### src/rtl/uart_frame_rx.sv
// uart_frame_rx: 8N1 byte receiver plus frame-stream parser for the
// thermal-camera UART link. Bytes are paired low-first into words. Marker
// words frame each row, and every pixel word is emitted with its row and
// pixel address.
module uart_frame_rx #(
  parameter int          BIT_CYCLES   = 16,
  parameter logic [15:0] ID_FRAME     = 16'hFFFF,
  parameter logic [15:0] ID_ROW       = 16'hFFFE,
  parameter int          PIX_IN_ROW   = 384,
  parameter int          ROW_IN_FRAME = 288
) (
  input  logic        CLK_10,
  input  logic        RESET_N,
  input  logic        RX_UART,
  output logic [15:0] PIX_VALUE,
  output logic        PIX_VALID,
  output logic [9:0]  CNT_ROW_IN,
  output logic [9:0]  CNT_PIX_IN,
  output logic        FRAME_START,
  output logic        FRAME_DONE,
  output logic        SYNC,
  output logic        ERR
);

  localparam int            CW        = $clog2(BIT_CYCLES);
  localparam logic [CW-1:0] HALF_LAST = CW'(BIT_CYCLES / 2 - 1);
  localparam logic [CW-1:0] BIT_LAST  = CW'(BIT_CYCLES - 1);
  localparam logic [9:0]    PIX_LAST  = 10'(PIX_IN_ROW - 1);
  localparam logic [9:0]    ROW_LAST  = 10'(ROW_IN_FRAME);

  typedef enum logic [2:0] {RX_IDLE, RX_START, RX_DATA, RX_STOP, RX_BREAK} rx_state_t;
  typedef enum logic [1:0] {P_HUNT, P_ROW_ID, P_ROW_NUM, P_PIXELS} p_state_t;

  logic          rx_meta, rx_sync;
  rx_state_t     rx_state, rx_next;
  logic [CW-1:0] cyc_cnt;
  logic [2:0]    bit_idx;
  logic [7:0]    shift_reg;
  logic          sample_tick;
  logic          byte_valid, frame_err;
  logic [7:0]    byte_data;

  p_state_t      p_state, p_next;
  logic          phase, phase_next;
  logic [7:0]    prev_byte;
  logic [9:0]    pix_idx;
  logic [15:0]   word;
  logic          start_n, err_n, pix_n, done_n, load_row;

  // Two-flop synchroniser; the line is assumed idle-high out of reset.
  always_ff @(posedge CLK_10 or negedge RESET_N) begin
    if (!RESET_N) begin
      rx_meta <= 1'b1;
      rx_sync <= 1'b1;
    end else begin
      rx_meta <= RX_UART;
      rx_sync <= rx_meta;
    end
  end

  // Byte receiver state register.
  always_ff @(posedge CLK_10 or negedge RESET_N) begin
    if (!RESET_N) rx_state <= RX_IDLE;
    else          rx_state <= rx_next;
  end

  // Byte receiver next state and sample points (mid start bit, then every bit period).
  always_comb begin
    rx_next     = rx_state;
    sample_tick = 1'b0;
    case (rx_state)
      RX_IDLE:  if (!rx_sync) rx_next = RX_START;
      RX_START: if (cyc_cnt == HALF_LAST) begin
                  sample_tick = 1'b1;
                  rx_next     = rx_sync ? RX_IDLE : RX_DATA;
                end
      RX_DATA:  if (cyc_cnt == BIT_LAST) begin
                  sample_tick = 1'b1;
                  if (bit_idx == 3'd7) rx_next = RX_STOP;
                end
      RX_STOP:  if (cyc_cnt == BIT_LAST) begin
                  sample_tick = 1'b1;
                  rx_next     = rx_sync ? RX_IDLE : RX_BREAK;
                end
      RX_BREAK: if (rx_sync) rx_next = RX_IDLE;
      default:  rx_next = RX_IDLE;
    endcase
  end

  // Bit timing, LSB-first shifting and the registered byte / framing-error strobes.
  always_ff @(posedge CLK_10 or negedge RESET_N) begin
    if (!RESET_N) begin
      cyc_cnt    <= '0;
      bit_idx    <= 3'd0;
      shift_reg  <= 8'd0;
      byte_valid <= 1'b0;
      byte_data  <= 8'd0;
      frame_err  <= 1'b0;
    end else begin
      byte_valid <= 1'b0;
      frame_err  <= 1'b0;
      if (rx_state == RX_IDLE || rx_state == RX_BREAK || sample_tick) cyc_cnt <= '0;
      else                                                          cyc_cnt <= cyc_cnt + 1'b1;
      if (rx_state == RX_START) bit_idx <= 3'd0;
      if (sample_tick && rx_state == RX_DATA) begin
        shift_reg <= {rx_sync, shift_reg[7:1]};
        bit_idx   <= bit_idx + 3'd1;
      end
      if (sample_tick && rx_state == RX_STOP) begin
        if (rx_sync) begin
          byte_valid <= 1'b1;
          byte_data  <= shift_reg;
        end else begin
          frame_err  <= 1'b1;
        end
      end
    end
  end

  assign word = {byte_data, prev_byte};
  assign SYNC = (p_state != P_HUNT);

  // Parser next state and strobe decisions, evaluated once per received byte.
  always_comb begin
    p_next     = p_state;
    phase_next = phase;
    start_n    = 1'b0;
    err_n      = 1'b0;
    pix_n      = 1'b0;
    done_n     = 1'b0;
    load_row   = 1'b0;
    if (frame_err) begin
      err_n      = 1'b1;
      p_next     = P_HUNT;
      phase_next = 1'b0;
    end else if (byte_valid) begin
      if (p_state == P_HUNT) begin
        if (word == ID_FRAME) begin
          start_n    = 1'b1;
          p_next     = P_ROW_ID;
          phase_next = 1'b0;
        end
      end else if (!phase) begin
        phase_next = 1'b1;
      end else begin
        phase_next = 1'b0;
        case (p_state)
          P_ROW_ID: begin
            if (word == ID_ROW)        p_next = P_ROW_NUM;
            else if (word == ID_FRAME) start_n = 1'b1;
            else begin
              err_n  = 1'b1;
              p_next = P_HUNT;
            end
          end
          P_ROW_NUM: begin
            if (word[15:10] == 6'd0 && word[9:0] != 10'd0 && word[9:0] <= ROW_LAST) begin
              load_row = 1'b1;
              p_next   = P_PIXELS;
            end else begin
              err_n  = 1'b1;
              p_next = P_HUNT;
            end
          end
          P_PIXELS: begin
            pix_n = 1'b1;
            if (pix_idx == PIX_LAST) begin
              if (CNT_ROW_IN == ROW_LAST) begin
                done_n = 1'b1;
                p_next = P_HUNT;
              end else begin
                p_next = P_ROW_ID;
              end
            end
          end
          default: p_next = P_HUNT;
        endcase
      end
    end
  end

  // Parser state, word pairing, addressing counters and registered output strobes.
  always_ff @(posedge CLK_10 or negedge RESET_N) begin
    if (!RESET_N) begin
      p_state     <= P_HUNT;
      phase       <= 1'b0;
      prev_byte   <= 8'd0;
      pix_idx     <= 10'd0;
      PIX_VALUE   <= 16'd0;
      PIX_VALID   <= 1'b0;
      CNT_ROW_IN  <= 10'd0;
      CNT_PIX_IN  <= 10'd0;
      FRAME_START <= 1'b0;
      FRAME_DONE  <= 1'b0;
      ERR         <= 1'b0;
    end else begin
      p_state     <= p_next;
      phase       <= phase_next;
      PIX_VALID   <= pix_n;
      FRAME_START <= start_n;
      FRAME_DONE  <= done_n;
      ERR         <= err_n;
      if (byte_valid) prev_byte <= byte_data;
      if (load_row) begin
        CNT_ROW_IN <= word[9:0];
        CNT_PIX_IN <= 10'd0;
        pix_idx    <= 10'd0;
      end
      if (pix_n) begin
        PIX_VALUE  <= word;
        CNT_PIX_IN <= pix_idx;
        pix_idx    <= pix_idx + 10'd1;
      end
    end
  end

endmodule
### config.mk
export PLATFORM = sky130hd
export DESIGN_NAME = uart_frame_rx
export DESIGN_NICKNAME = d
export VERILOG_FILES = /design/src/rtl/uart_frame_rx.sv
export SDC_FILE = /design/constraint.sdc
export NUM_CORES = 1
export LEC_CHECK = 0
export CAP_MARGIN = 20
export CORE_ASPECT_RATIO = 1.75
export CORE_MARGIN = 10
export CORE_UTILIZATION = 50
export CTS_BUF_LIST = sky130_fd_sc_hd__clkbuf_16
export DETAILED_ROUTE_END_ITERATION = 16
export GPL_TIMING_DRIVEN = 0
export HOLD_SLACK_MARGIN = 0.1
export PLACE_DENSITY = 0.75
export SLEW_MARGIN = 5
export SYNTH_ARGS = -nofsm -noshare
export SYNTH_HDL_FRONTEND = slang
export SYNTH_SLANG_ARGS = --single-unit
### constraint.sdc
create_clock -name CLK_10 -period 2.22 [get_ports CLK_10]
set_clock_uncertainty 0.1 [all_clocks]
set_input_delay 0.555 -clock CLK_10 [delete_from_list [all_inputs] [get_ports CLK_10]]
set_output_delay 0.555 -clock CLK_10 [all_outputs]
set_load 0.05 [all_outputs]
==> flow_summary.yaml <==
# yosys + openroad results
place:
  dpl_worst_slack_ns: -0.476
pwr:
  p_comb_w: 0.000412
  vdd_ir_drop_max_uv: 520
  power_leader: "registers"
  p_leak_nw: 2.55
  power.total_w: 0.00364
final_timing:
  setup_tns_ns: -0.297
  finalSetupViolCount: 18
  rsz0062_at_grt: "yes"
  worst_slack_ns: -0.0265
  min_period_ns: 2.25
  max_slew_margin_pct: 62.6
clocking:
  ctsResizeCount: 18
  cts_max_path_buffers: 2
  cts_root_buffer: "clkbuf_16"
  clock_sinks: 91
grt:
  use_met3_pct: 4.06
  grt_use_met2_pct: 27.3
  grt_busiest_layer: "met2"
  grt_overflow: 0
critical_path:
  r2r_cells: 6
  critPathMaxFanout: 10
  end_kind: "flip-flop"
  required_ns: 2.34
  start_kind: "flip-flop"
layout:
  drive_gt1_share_pct: 22.9
  final_common_cell: "dfrtp_1"
  final_cells: 504
synthesis:
  floorplan.nets: 352
  xor_share_pct: 0.878
  ys_sh_mux_pct: 11.4
  top_area_share_pct: 55.8
  avgSynthCellArea_um2: 11.7
  largest_area_cell: "dfrtp_1"
  synthArstFlopShare_pct: 100
  ff_type: "dfrtp_1"
  netlist_instances: 341
route:
  drt-initial-drc-count: 161
  vias: 2878
  drtPass1Iterations: 4
  wl_met2_mm: 5.09
  drt_wl_total_mm: 9.01
run_status:
  violations: "setup timing"
  status: "finished with violations"
die:
  die_x_um: 87.5
min_path:
  min_delay_path_depth: 0
  hp-class: "flip-flop to flip-flop"
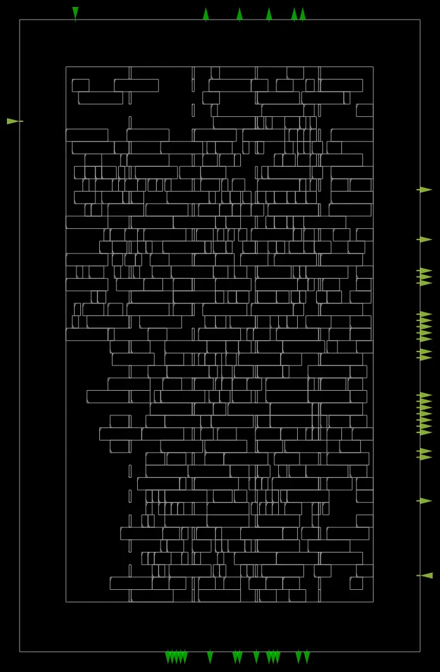
Fig. 1. Cell outlines without signal wires.
Final Core Density: 63.7%
cell row count: 43

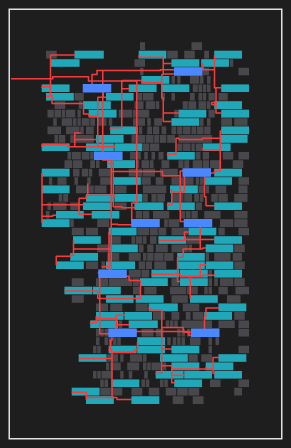
Fig. 2. Clock distribution.
Key: flip-flops = cyan [count 91]; cells driving clock nets = blue [count 9]; clock wires = red [length 1070 µm]
There are 10 routed clock nets.
clock network power: 0.00144 W
worst skew pair latency: 0.34 ns

Power figures rest on the tool's default switching activity, not on a simulated workload.
